===== config.mk =====
export PLATFORM = sky130hd
export DESIGN_NAME = uart_wb_flat
export DESIGN_NICKNAME = d
export VERILOG_FILES = /design/src/rtl/uart_wb_if.sv /design/src/rtl/uart_wb.sv /design/src/flat_wrapper.sv
export SDC_FILE = /design/constraint.sdc
export NUM_CORES = 1
export LEC_CHECK = 0
export CAP_MARGIN = 10
export CORE_MARGIN = 2
export CORE_UTILIZATION = 50
export CTS_BUF_LIST = sky130_fd_sc_hd__clkbuf_4 sky130_fd_sc_hd__clkbuf_8
export CTS_CLUSTER_DIAMETER = 80
export DETAILED_ROUTE_END_ITERATION = 16
export GPL_TIMING_DRIVEN = 0
export PLACE_DENSITY = 0.67
export SYNTH_ARGS = -nofsm -noshare
export SYNTH_HDL_FRONTEND = slang
export SYNTH_SLANG_ARGS = --single-unit

===== constraint.sdc =====
create_clock -name clk -period 9.21 [get_ports clk]
set_input_delay 1.842 -clock clk [delete_from_list [all_inputs] [get_ports clk]]
set_output_delay 1.842 -clock clk [all_outputs]
set_load 0.01 [all_outputs]

===== src/rtl/uart_wb_if.sv =====
// Register-port bundle between the SoC bus master and uart_wb.
interface uart_wb_if;
  logic [1:0] wb_addr;
  logic [7:0] wb_data_in;
  logic [7:0] wb_data_out;
  logic       wb_we;
  logic       wb_stb;
  logic       wb_ack;

  modport master (output wb_addr, wb_data_in, wb_we, wb_stb, input wb_data_out, wb_ack);
  modport slave  (input wb_addr, wb_data_in, wb_we, wb_stb, output wb_data_out, wb_ack);
endinterface


===== src/rtl/uart_wb.sv =====
// 8N1 UART with TX/RX byte FIFOs behind a 4-register bus port.
// wb_we is 1 for reads and 0 for writes.
module uart_wb #(
  parameter int unsigned CLKS_PER_BIT = 1250,
  parameter int unsigned FIFO_DEPTH   = 16
) (
  input  logic     clk,
  input  logic     reset,
  uart_wb_if.slave bus,
  output logic     tx_bit,
  input  logic     rx_bit,
  output logic     probe0
);
  localparam int unsigned AW = $clog2(FIFO_DEPTH);
  localparam int unsigned NW = AW + 1;
  localparam int unsigned CW = $clog2(CLKS_PER_BIT + 1);

  typedef enum logic [1:0] {S_IDLE, S_START, S_DATA, S_STOP} uart_state_e;

  logic          access_c, rd_c, wr_c;
  logic [7:0]    tx_mem [FIFO_DEPTH];
  logic [AW-1:0] tx_wp, tx_rp;
  logic [NW-1:0] tx_cnt;
  logic          tx_full_c, tx_push_c, tx_load_c, tx_last_c, tx_busy_c;
  logic [7:0]    rx_mem [FIFO_DEPTH];
  logic [AW-1:0] rx_wp, rx_rp;
  logic [NW-1:0] rx_cnt;
  logic          rx_full_c, rx_push_c, rx_pop_c, rx_done_c, rx_last_c, rx_ovr_set_c;
  logic          overrun;
  logic [7:0]    status_c;

  uart_state_e   tx_state, tx_state_n;
  logic [CW-1:0] tx_clk, tx_clk_n;
  logic [2:0]    tx_idx, tx_idx_n;
  logic [7:0]    tx_shift, tx_shift_n;
  logic          tx_bit_n;

  uart_state_e   rx_state, rx_state_n;
  logic [CW-1:0] rx_clk, rx_clk_n;
  logic [2:0]    rx_idx, rx_idx_n;
  logic [7:0]    rx_shift, rx_shift_n;
  logic          rx_meta, rx_sync, rx_prev;

  // An access executes once per strobe; ack blocks the cycle right after.
  assign access_c = bus.wb_stb && !bus.wb_ack;
  assign rd_c     = access_c && bus.wb_we;
  assign wr_c     = access_c && !bus.wb_we;

  assign tx_full_c = (tx_cnt == NW'(FIFO_DEPTH));
  assign rx_full_c = (rx_cnt == NW'(FIFO_DEPTH));
  assign tx_last_c = (tx_clk == CW'(CLKS_PER_BIT - 1));
  assign rx_last_c = (rx_clk == CW'(CLKS_PER_BIT - 1));
  assign tx_load_c = (tx_cnt != '0) && ((tx_state == S_IDLE) || ((tx_state == S_STOP) && tx_last_c));
  assign tx_push_c = wr_c && (bus.wb_addr == 2'd0) && (!tx_full_c || tx_load_c);
  assign rx_pop_c  = rd_c && (bus.wb_addr == 2'd1) && (rx_cnt != '0);
  assign rx_push_c = rx_done_c && (!rx_full_c || rx_pop_c);
  assign rx_ovr_set_c = rx_done_c && rx_full_c && !rx_pop_c;
  assign tx_busy_c = (tx_state != S_IDLE) || (tx_cnt != '0);
  assign status_c  = {4'b0000, overrun, tx_busy_c, tx_full_c, rx_cnt != '0};

  // FIFO pointers and counts; a same-cycle push and pop leaves the count unchanged.
  always_ff @(posedge clk) begin
    if (!reset) begin
      tx_wp  <= '0;
      tx_rp  <= '0;
      tx_cnt <= '0;
      rx_wp  <= '0;
      rx_rp  <= '0;
      rx_cnt <= '0;
    end else begin
      tx_wp  <= tx_wp + AW'(tx_push_c);
      tx_rp  <= tx_rp + AW'(tx_load_c);
      tx_cnt <= tx_cnt + NW'(tx_push_c) - NW'(tx_load_c);
      rx_wp  <= rx_wp + AW'(rx_push_c);
      rx_rp  <= rx_rp + AW'(rx_pop_c);
      rx_cnt <= rx_cnt + NW'(rx_push_c) - NW'(rx_pop_c);
    end
  end

  always_ff @(posedge clk) begin
    if (tx_push_c) tx_mem[tx_wp] <= bus.wb_data_in;
    if (rx_push_c) rx_mem[rx_wp] <= rx_shift;
  end

  // Bus response; the overrun set wins over a same-cycle STATUS clear.
  always_ff @(posedge clk) begin
    if (!reset) begin
      bus.wb_ack      <= 1'b0;
      bus.wb_data_out <= 8'h00;
      overrun         <= 1'b0;
    end else begin
      bus.wb_ack <= access_c;
      if (rd_c) begin
        case (bus.wb_addr)
          2'd1:    bus.wb_data_out <= rx_pop_c ? rx_mem[rx_rp] : 8'h00;
          2'd2:    bus.wb_data_out <= status_c;
          default: bus.wb_data_out <= 8'h00;
        endcase
      end
      if (rd_c && (bus.wb_addr == 2'd2)) overrun <= 1'b0;
      if (rx_ovr_set_c) overrun <= 1'b1;
    end
  end

  always_ff @(posedge clk) begin
    if (!reset) begin
      tx_state <= S_IDLE;
      tx_clk   <= '0;
      tx_idx   <= '0;
      tx_shift <= '0;
      tx_bit   <= 1'b1;
    end else begin
      tx_state <= tx_state_n;
      tx_clk   <= tx_clk_n;
      tx_idx   <= tx_idx_n;
      tx_shift <= tx_shift_n;
      tx_bit   <= tx_bit_n;
    end
  end

  // TX sequencing; a pending byte is loaded straight out of the stop bit.
  always_comb begin
    tx_state_n = tx_state;
    tx_clk_n   = tx_clk + CW'(1);
    tx_idx_n   = tx_idx;
    tx_shift_n = tx_shift;
    tx_bit_n   = tx_bit;
    case (tx_state)
      S_IDLE: begin
        tx_clk_n = '0;
        tx_bit_n = 1'b1;
      end
      S_START: if (tx_last_c) begin
        tx_state_n = S_DATA;
        tx_clk_n   = '0;
        tx_idx_n   = '0;
        tx_bit_n   = tx_shift[0];
        tx_shift_n = {1'b0, tx_shift[7:1]};
      end
      S_DATA: if (tx_last_c) begin
        tx_clk_n = '0;
        if (tx_idx == 3'd7) begin
          tx_state_n = S_STOP;
          tx_bit_n   = 1'b1;
        end else begin
          tx_idx_n   = tx_idx + 3'd1;
          tx_bit_n   = tx_shift[0];
          tx_shift_n = {1'b0, tx_shift[7:1]};
        end
      end
      S_STOP: if (tx_last_c) begin
        tx_state_n = S_IDLE;
        tx_clk_n   = '0;
      end
    endcase
    if (tx_load_c) begin
      tx_state_n = S_START;
      tx_clk_n   = '0;
      tx_bit_n   = 1'b0;
      tx_shift_n = tx_mem[tx_rp];
    end
  end

  always_ff @(posedge clk) begin
    if (!reset) begin
      rx_meta  <= 1'b1;
      rx_sync  <= 1'b1;
      rx_prev  <= 1'b1;
      rx_state <= S_IDLE;
      rx_clk   <= '0;
      rx_idx   <= '0;
      rx_shift <= '0;
      probe0   <= 1'b0;
    end else begin
      rx_meta  <= rx_bit;
      rx_sync  <= rx_meta;
      rx_prev  <= rx_sync;
      rx_state <= rx_state_n;
      rx_clk   <= rx_clk_n;
      rx_idx   <= rx_idx_n;
      rx_shift <= rx_shift_n;
      probe0   <= (rx_state_n != S_IDLE);
    end
  end

  // RX sampling: half a bit to the start-bit midpoint, then one bit per sample.
  always_comb begin
    rx_state_n = rx_state;
    rx_clk_n   = rx_clk + CW'(1);
    rx_idx_n   = rx_idx;
    rx_shift_n = rx_shift;
    rx_done_c  = 1'b0;
    case (rx_state)
      S_IDLE: begin
        rx_clk_n = '0;
        if (rx_prev && !rx_sync) rx_state_n = S_START;
      end
      S_START: if (rx_clk == CW'(CLKS_PER_BIT / 2 - 1)) begin
        rx_clk_n   = '0;
        rx_idx_n   = '0;
        rx_state_n = rx_sync ? S_IDLE : S_DATA;
      end
      S_DATA: if (rx_last_c) begin
        rx_clk_n   = '0;
        rx_shift_n = {rx_sync, rx_shift[7:1]};
        if (rx_idx == 3'd7) rx_state_n = S_STOP;
        else                rx_idx_n   = rx_idx + 3'd1;
      end
      S_STOP: if (rx_last_c) begin
        rx_state_n = S_IDLE;
        rx_clk_n   = '0;
        rx_done_c  = rx_sync;
      end
    endcase
  end
endmodule


===== src/flat_wrapper.sv =====
// flat-port wrapper written by rule: the top's interface ports become plain ports
module uart_wb_flat 
#(
  parameter int unsigned CLKS_PER_BIT = 1250,
  parameter int unsigned FIFO_DEPTH   = 16
)
  (clk, reset, tx_bit, rx_bit, probe0, bus_wb_addr, bus_wb_data_in, bus_wb_we, bus_wb_stb, bus_wb_data_out, bus_wb_ack);
  uart_wb_if bus_i ();
  input  logic clk;
  input  logic reset;
  output logic tx_bit;
  input  logic rx_bit;
  output logic probe0;
  input wire logic [$bits(bus_i.wb_addr)-1:0] bus_wb_addr;
  input wire logic [$bits(bus_i.wb_data_in)-1:0] bus_wb_data_in;
  input wire logic [$bits(bus_i.wb_we)-1:0] bus_wb_we;
  input wire logic [$bits(bus_i.wb_stb)-1:0] bus_wb_stb;
  output wire logic [$bits(bus_i.wb_data_out)-1:0] bus_wb_data_out;
  output wire logic [$bits(bus_i.wb_ack)-1:0] bus_wb_ack;
  assign bus_i.wb_addr = bus_wb_addr;
  assign bus_i.wb_data_in = bus_wb_data_in;
  assign bus_i.wb_we = bus_wb_we;
  assign bus_i.wb_stb = bus_wb_stb;
  assign bus_wb_data_out = bus_i.wb_data_out;
  assign bus_wb_ack = bus_i.wb_ack;
  uart_wb #(.CLKS_PER_BIT(CLKS_PER_BIT), .FIFO_DEPTH(FIFO_DEPTH)) u_core (.clk(clk), .reset(reset), .bus(bus_i), .tx_bit(tx_bit), .rx_bit(rx_bit), .probe0(probe0));
endmodule

Run 1, metal 1:
Supply wires on this layer in grey.
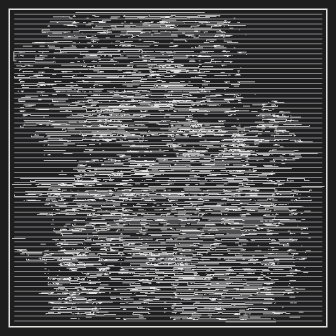
- wire length on this layer: 13800 µm
- longest straight run: 70.8 µm
- main direction: horizontal

Run 1, met2 routing:
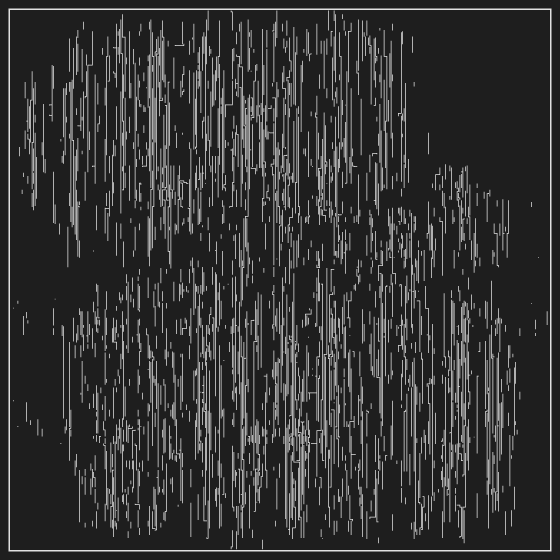
- main direction: vertical
- wire length on this layer: 12900 µm

==> ci_impl_report.md, run 1 <==
### Yosys + OpenROAD results

| Metric | Value |
|---|---|
| Run status | `finished clean` |
| Max Freq | `0.225 GHz` |
| Area fraction in mux cells | `13.1%` |
| Hold EP | `u_core.rx_sync$_SDFF_PN1_` |
| Top non-seq family | `multiplexers` |
| WL met2 | `12.9 mm` |
| Synth Instances | `907` |
| Synthesized cell area | `14400 µm²` |
| Commonest Layout Cell | `edfxtp_1` |
| CP endpoint kind | `flip-flop` |
| Post-DP HPWL | `19.0 mm` |
| Primary FF master, synth | `edfxtp_1` |
| Core area | `28500 µm²` |
| Die Span Y | `174 µm` |
| Top Ports | `26` |
| Vias post-DR | `7778` |
| R2r setup slk | `5.90 ns` |
| GR Util met1 | `28.8%` |
| CP max stage delay | `0.57 ns` |
| Crit path time final | `4.45 ns` |
| Fp util | `50.4%` |
| Synth Area in XOR/XNOR | `1.95%` |
| Leak | `5.46 nW` |
| CP Class | `in -> reg` |
| Gr busiest metal | `met2` |
| Row Count | `62` |
| Setup Skew | `0.0161 ns` |
| Met2 Track Usage GR | `29.7%` |
| Top cells by count, synth | `edfxtp_1, dfxtp_1, nor2_1, mux4_2, nand2_1` |
| Final antenna-violating net count | `0` |
| Crit path DRT | `9.68 ns` |
| Clock Path Buffers | `3` |
| Synth Net Count | `960` |
| Layout cells sized above 1 | `20.3%` |
| Pre-antenna DRT Iters | `5` |
| EDFF count, synth | `256` |
| # Cells Yosys | `907` |
| Clock Sinks | `345` |
| Initial antenna violation count | `0` |
| Port bufs | `24` |
| Worst R2R Path Depth | `12` |
| Chip area | `30200 µm²` |
| Worst-Skew Late Latency | `0.58 ns` |
Run 1, signal wires on met3:
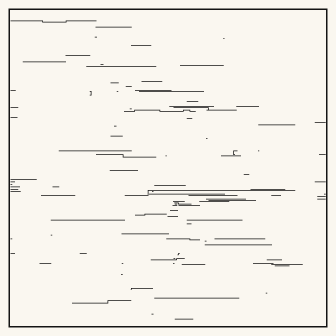
- main direction: horizontal
- wire length on this layer: 1310 µm
- nets with wire on the layer: 63
- share of all routed wire: 4.6%

Run 1, signal wires on met4:
Scale bar: 50 µm. Supply wires on this layer in grey. Cells faint in the background.
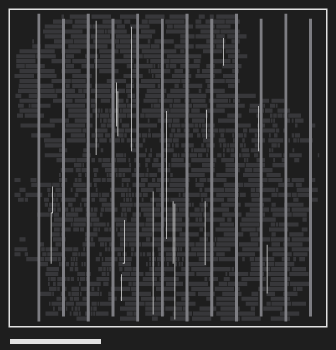
- main direction: vertical
- longest straight run: 73.4 µm
- share of all routed wire: 2.2%
- nets with wire on the layer: 11

==> run 1: per-stage QoR <==
stage | power [mW] | util, % | cell area, µm² | hold slack (ns) | instances
floorplan | 2.20 | - | 14400 | 0.386 | 907
global placement | 2.34 | 52.9 | 15100 | 0.390 | 1315
detailed placement | 2.35 | 53.2 | 15200 | 0.392 | 1321
CTS | 3.69 | 57.3 | 16400 | 0.405 | 1427
global route | 3.83 | 57.3 | 16400 | 0.423 | 1428
finish | 3.66 | 57.3 | 16400 | 0.404 | 1428
==> run 1: layout make-up <==
type,instances,area (µm²)
fillers,2286,12200
flip-flops and latches,345,9470
multi-input cells,494,4610
clock buffers,79,956
well taps,384,480
repair buffers,31,290
plain buffers,40,243
clock inverters,27,201
inverters,28,106
==> run 1: worst max-delay path by stage <==
stage	from	end	slack [ns]	cells past startpoint
6_report	bus_wb_stb	u_core.rx_cnt[4]$_SDFF_PN0_	4.76	14
5_1_grt	bus_wb_stb	u_core.rx_cnt[4]$_SDFF_PN0_	4.60	14
4_1_cts	bus_wb_stb	u_core.rx_cnt[4]$_SDFF_PN0_	4.85	14
3_5_place_dp	bus_wb_stb	u_core.rx_cnt[4]$_SDFF_PN0_	4.23	14
3_3_place_gp	bus_wb_stb	u_core.rx_mem[6][6]$_DFFE_PP_	4.03	6
2_1_floorplan	bus_wb_stb	u_core.rx_cnt[4]$_SDFF_PN0_	5.29	13
==> run 1: power breakdown <==
group | total [mW] | internal (mW) | switching, mW
Sequential | 1.73 | 1.70 | 0.0321
Clock | 1.34 | 0.756 | 0.585
Combinational | 0.585 | 0.268 | 0.317
Total | 3.66 | 2.73 | 0.934
==> run 2, diff against run 1 <==
==> constraint.sdc (replaced) <==
create_clock -name clk -period 4.34 [get_ports clk]
set_input_delay 0.868 -clock clk [delete_from_list [all_inputs] [get_ports clk]]
set_output_delay 0.868 -clock clk [all_outputs]
set_load 0.01 [all_outputs]
Run 2, metal 1:
Supply wires on this layer in grey.
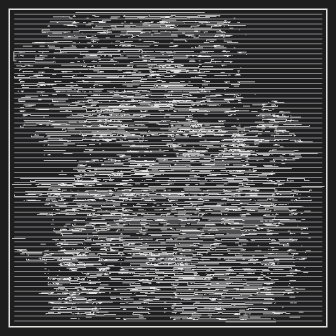
- longest straight run: 70.8 µm
- main direction: horizontal
- share of all routed wire: 48%
- nets with wire on the layer: 1001
- wire length on this layer: 13800 µm

Run 2, met2 routing:
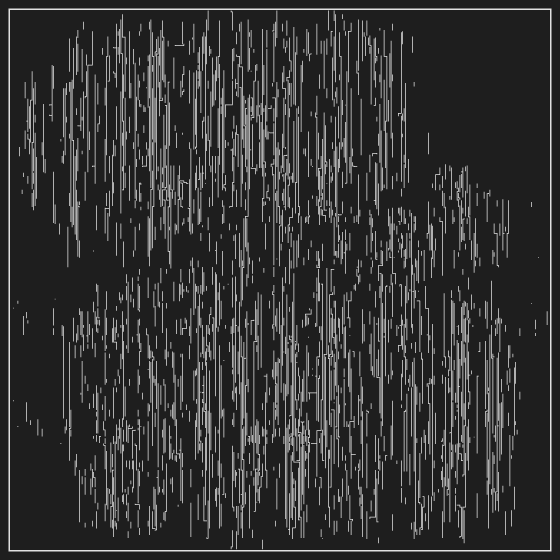
- share of all routed wire: 45%
- nets with wire on the layer: 882
- wire length on this layer: 12900 µm
- main direction: vertical

==> run 2 against run 1 <==
Net effect: count of clock-buffer cells in the layout unchanged; register-to-register slack got worse by 4.9 ns; sequential share of layout area unchanged; final cell count unchanged; area after synthesis unchanged; highest routed layer unchanged.
==> ci_impl_report.md, run 2 <==
### Yosys + OpenROAD results

| Metric | Value |
|---|---|
| Run status | `finished clean` |
| Final antenna-violating net count | `0` |
| # Cells Yosys | `907` |
| Pre-antenna DRT Iters | `5` |
| Max Freq | `0.288 GHz` |
| Chip area | `30200 µm²` |
| CP max stage delay | `0.57 ns` |
| CP Class | `in -> reg` |
| Port bufs | `24` |
| Row Count | `62` |
| Worst-Skew Late Latency | `0.58 ns` |
| Leak | `5.46 nW` |
| Power Total | `7.77 mW` |
| Final Instance Area | `16400 µm²` |
| Largest fanout on the critical path | `5` |
| Seq cells post-synth | `345` |
| Layout cells sized above 1 | `20.3%` |
| Core area | `28500 µm²` |
| Top cells by count, synth | `edfxtp_1, dfxtp_1, nor2_1, mux4_2, nand2_1` |
| R2r setup slk | `1.03 ns` |
| Post-DP HPWL | `19.0 mm` |
| Initial antenna violation count | `0` |
| Hold EP | `u_core.rx_sync$_SDFF_PN1_` |
| Clock Sinks | `345` |
| EDFF count, synth | `256` |
| Placed inst area | `15200 µm²` |
| Fp util | `50.4%` |
| Die Span Y | `174 µm` |
| Primary FF master, synth | `edfxtp_1` |
| Vias post-DR | `7778` |
| Crit path time final | `3.48 ns` |
| CP endpoint kind | `flip-flop` |
| Synthesized cell area | `14400 µm²` |
| Crit path DRT | `4.81 ns` |
| Commonest Layout Cell | `edfxtp_1` |
| Final design utilization | `57.3%` |
| Clock Path Buffers | `3` |
| Placed cell count | `1321` |
| Top Ports | `26` |
| Setup WS post-layout | `0.863 ns` |
| Worst R2R Path Depth | `12` |
| Fin cells | `1428` |
| Synth Instances | `907` |
| Synth Net Count | `960` |
## run 2: cell counts in the layout (fill, tap and decap cells not counted)
No cell type changed its count.
## run 2: worst max path at each step
| stage | start | endpoint | slack, ns | depth (start not counted) |
|---|---|---|---|---|
| 2_1_floorplan | bus_wb_stb | u_core.rx_cnt[4]$_SDFF_PN0_ | 1.39 | 13 |
| 3_3_place_gp | bus_wb_stb | u_core.rx_mem[6][6]$_DFFE_PP_ | 0.14 | 6 |
| 3_5_place_dp | bus_wb_stb | u_core.rx_cnt[4]$_SDFF_PN0_ | 0.33 | 14 |
| 4_1_cts | bus_wb_stb | u_core.rx_cnt[4]$_SDFF_PN0_ | 0.95 | 14 |
| 5_1_grt | bus_wb_stb | u_core.rx_cnt[4]$_SDFF_PN0_ | 0.71 | 14 |
| 6_report | bus_wb_stb | u_core.rx_cnt[4]$_SDFF_PN0_ | 0.86 | 14 |
## run 2: layout make-up
type | instances | area (µm²)
clock buffers | 79 | 956
inverters | 28 | 106
clock inverters | 27 | 201
multi-input cells | 494 | 4610
fillers | 2286 | 12200
repair buffers | 31 | 290
flip-flops and latches | 345 | 9470
plain buffers | 40 | 243
well taps | 384 | 480
## run 2: logic make-up (layout without fill, tap and decap cells)
kind of cell	Yosys count	after routing	share of synthesized area, %
simple gates	238	238	9.20
xor+xnor	32	32	1.95
fa+ha+maj	38	38	3.41
flops	345	345	65.8
mux	101	101	13.1
compound gates	85	85	4.16
buf+inv	68	205	2.43
## run 2: per-layer routing
layer	global-route usage (%)	routed length [µm]	part of all wire, %
met1	28.8	13800	48
met2	29.7	12900	45
met3	3.22	1310	4.6
met4	5.92	622	2.2
met5	0	0	0
## run 2: where the power goes
part	internal [mW]	switching [mW]
logic	0.569	0.673
clock network	1.60	1.24
registers	3.61	0.0681
total	5.79	1.98
Run 2, signal wires on met3:
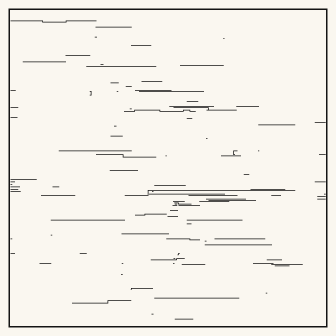

==> run 3, diff against run 2 <==
--- a/config.mk
+++ b/config.mk
@@ -12,7 +12,7 @@
 export CTS_CLUSTER_DIAMETER = 80
 export DETAILED_ROUTE_END_ITERATION = 16
 export GPL_TIMING_DRIVEN = 0
-export PLACE_DENSITY = 0.67
+export PLACE_DENSITY = 0.7
 export SYNTH_ARGS = -nofsm -noshare
 export SYNTH_HDL_FRONTEND = slang
 export SYNTH_SLANG_ARGS = --single-unit
==> constraint.sdc (replaced) <==
create_clock -name clk -period 3 [get_ports clk]
set_input_delay 0.6 -clock clk [delete_from_list [all_inputs] [get_ports clk]]
set_output_delay 0.6 -clock clk [all_outputs]
set_load 0.01 [all_outputs]
Run 3, signal wires on met3:
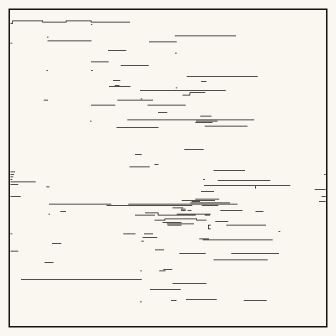
- wire length on this layer: 1360 µm
- share of all routed wire: 4.8%
- nets with wire on the layer: 67
- main direction: horizontal

==> run 3 against run 2 <==
Net effect: sequential power grew 45%; wire length shrank 0.28%; via count grew 2.2%; critical path type is now reg -> reg; critical endpoint is now u_core.tx_cnt[4]$_SDFF_PN0_; largest cell class unchanged; highest routed layer unchanged.
==> ci_impl_report.md, run 3 <==
### Yosys + OpenROAD results

| Metric | Value |
|---|---|
| Run status | `finished clean` |
| Primary FF master, synth | `edfxtp_1` |
| Top Ports | `26` |
| Met1 WL | `12.9 mm` |
| Crit path time final | `2.88 ns` |
| Final design utilization | `57.8%` |
| CP max stage delay | `0.38 ns` |
| CP Class | `reg -> reg` |
| Worst-Skew Late Latency | `0.59 ns` |
| Top cells by count, synth | `edfxtp_1, dfxtp_1, nor2_1, mux4_2, nand2_1` |
| Commonest Layout Cell | `edfxtp_1` |
| Leak | `5.52 nW` |
| Fp util | `50.4%` |
| R2r setup slk | `0.12 ns` |
| Met3 WL | `1.36 mm` |
| Clock Sinks | `345` |
| Core area | `28500 µm²` |
| Die Span Y | `174 µm` |
| Pre-antenna DRT Iters | `4` |
| Seq cells post-synth | `345` |
| Port bufs | `24` |
| WL met2 | `13.8 mm` |
| Largest fanout on the critical path | `5` |
Run 3, metal 1:
Supply wires on this layer in grey.
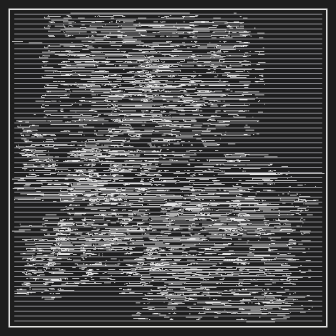
- wire length on this layer: 12900 µm
- main direction: horizontal
- longest straight run: 65.3 µm
- nets with wire on the layer: 1011

run 3: layer usage:
metal	up-vias	track usage [%]
li1	3680	-
met1	4057	27.0
met2	174	31.4
met3	41	3.82
met4	0	4.87
met5	-	0
run 3: cell type report:
cell class	instances	area (µm²)	share of cell area [%]
flip-flops and latches	345	9470	57.4
multi-input cells	494	4690	28.4
clock buffers	77	978	5.93
well taps	384	480	2.91
repair buffers	42	368	2.23
plain buffers	39	239	1.45
clock inverters	25	160	0.971
inverters	28	106	0.645
run 3: path summary, 6_finish.rpt:
path / from / end / cells past startpoint
setup / recovery: u_core.tx_clk[0]$_SDFF_PP0_ / u_core.tx_cnt[4]$_SDFF_PN0_ / 12
setup reg to reg: u_core.tx_clk[0]$_SDFF_PP0_ / u_core.tx_cnt[4]$_SDFF_PN0_ / 12
hold / removal: u_core.rx_meta$_SDFF_PN1_ / u_core.rx_sync$_SDFF_PN1_ / 1
hold reg to reg: u_core.rx_meta$_SDFF_PN1_ / u_core.rx_sync$_SDFF_PN1_ / 1
run 3: cell families after synthesis:
group / share of synthesized area, %
compound gates: 4.16
xor+xnor: 1.95
buf+inv: 2.43
mux: 13.1
fa+ha+maj: 3.41
flops: 65.8
simple gates: 9.20
run 3: what timing repair did:
item                                    4_1_cts  5_1_grt
resized                                       7       11
endpoints found under the setup margin        2       53
cloned                                        0        0
pin swaps                                     1        5
setup buffers                                 0       10
run 3: report_power, final:
part,internal (mW),switching [mW],total (mW)
Combinational,0.946,0.989,1.94
Sequential,5.23,0.111,5.34
Clock,2.21,1.80,4.01
Total,8.38,2.90,11.3
run 3: through the flow:
step	instances	hold WS, ns
4_1_cts	1423	0.408
5_1_grt	1434	0.445
2_1_floorplan	907	0.386
3_3_place_gp	1315	0.393
3_5_place_dp	1321	0.393
6_report	1434	0.406
Power is estimated from default activity; no workload was simulated.
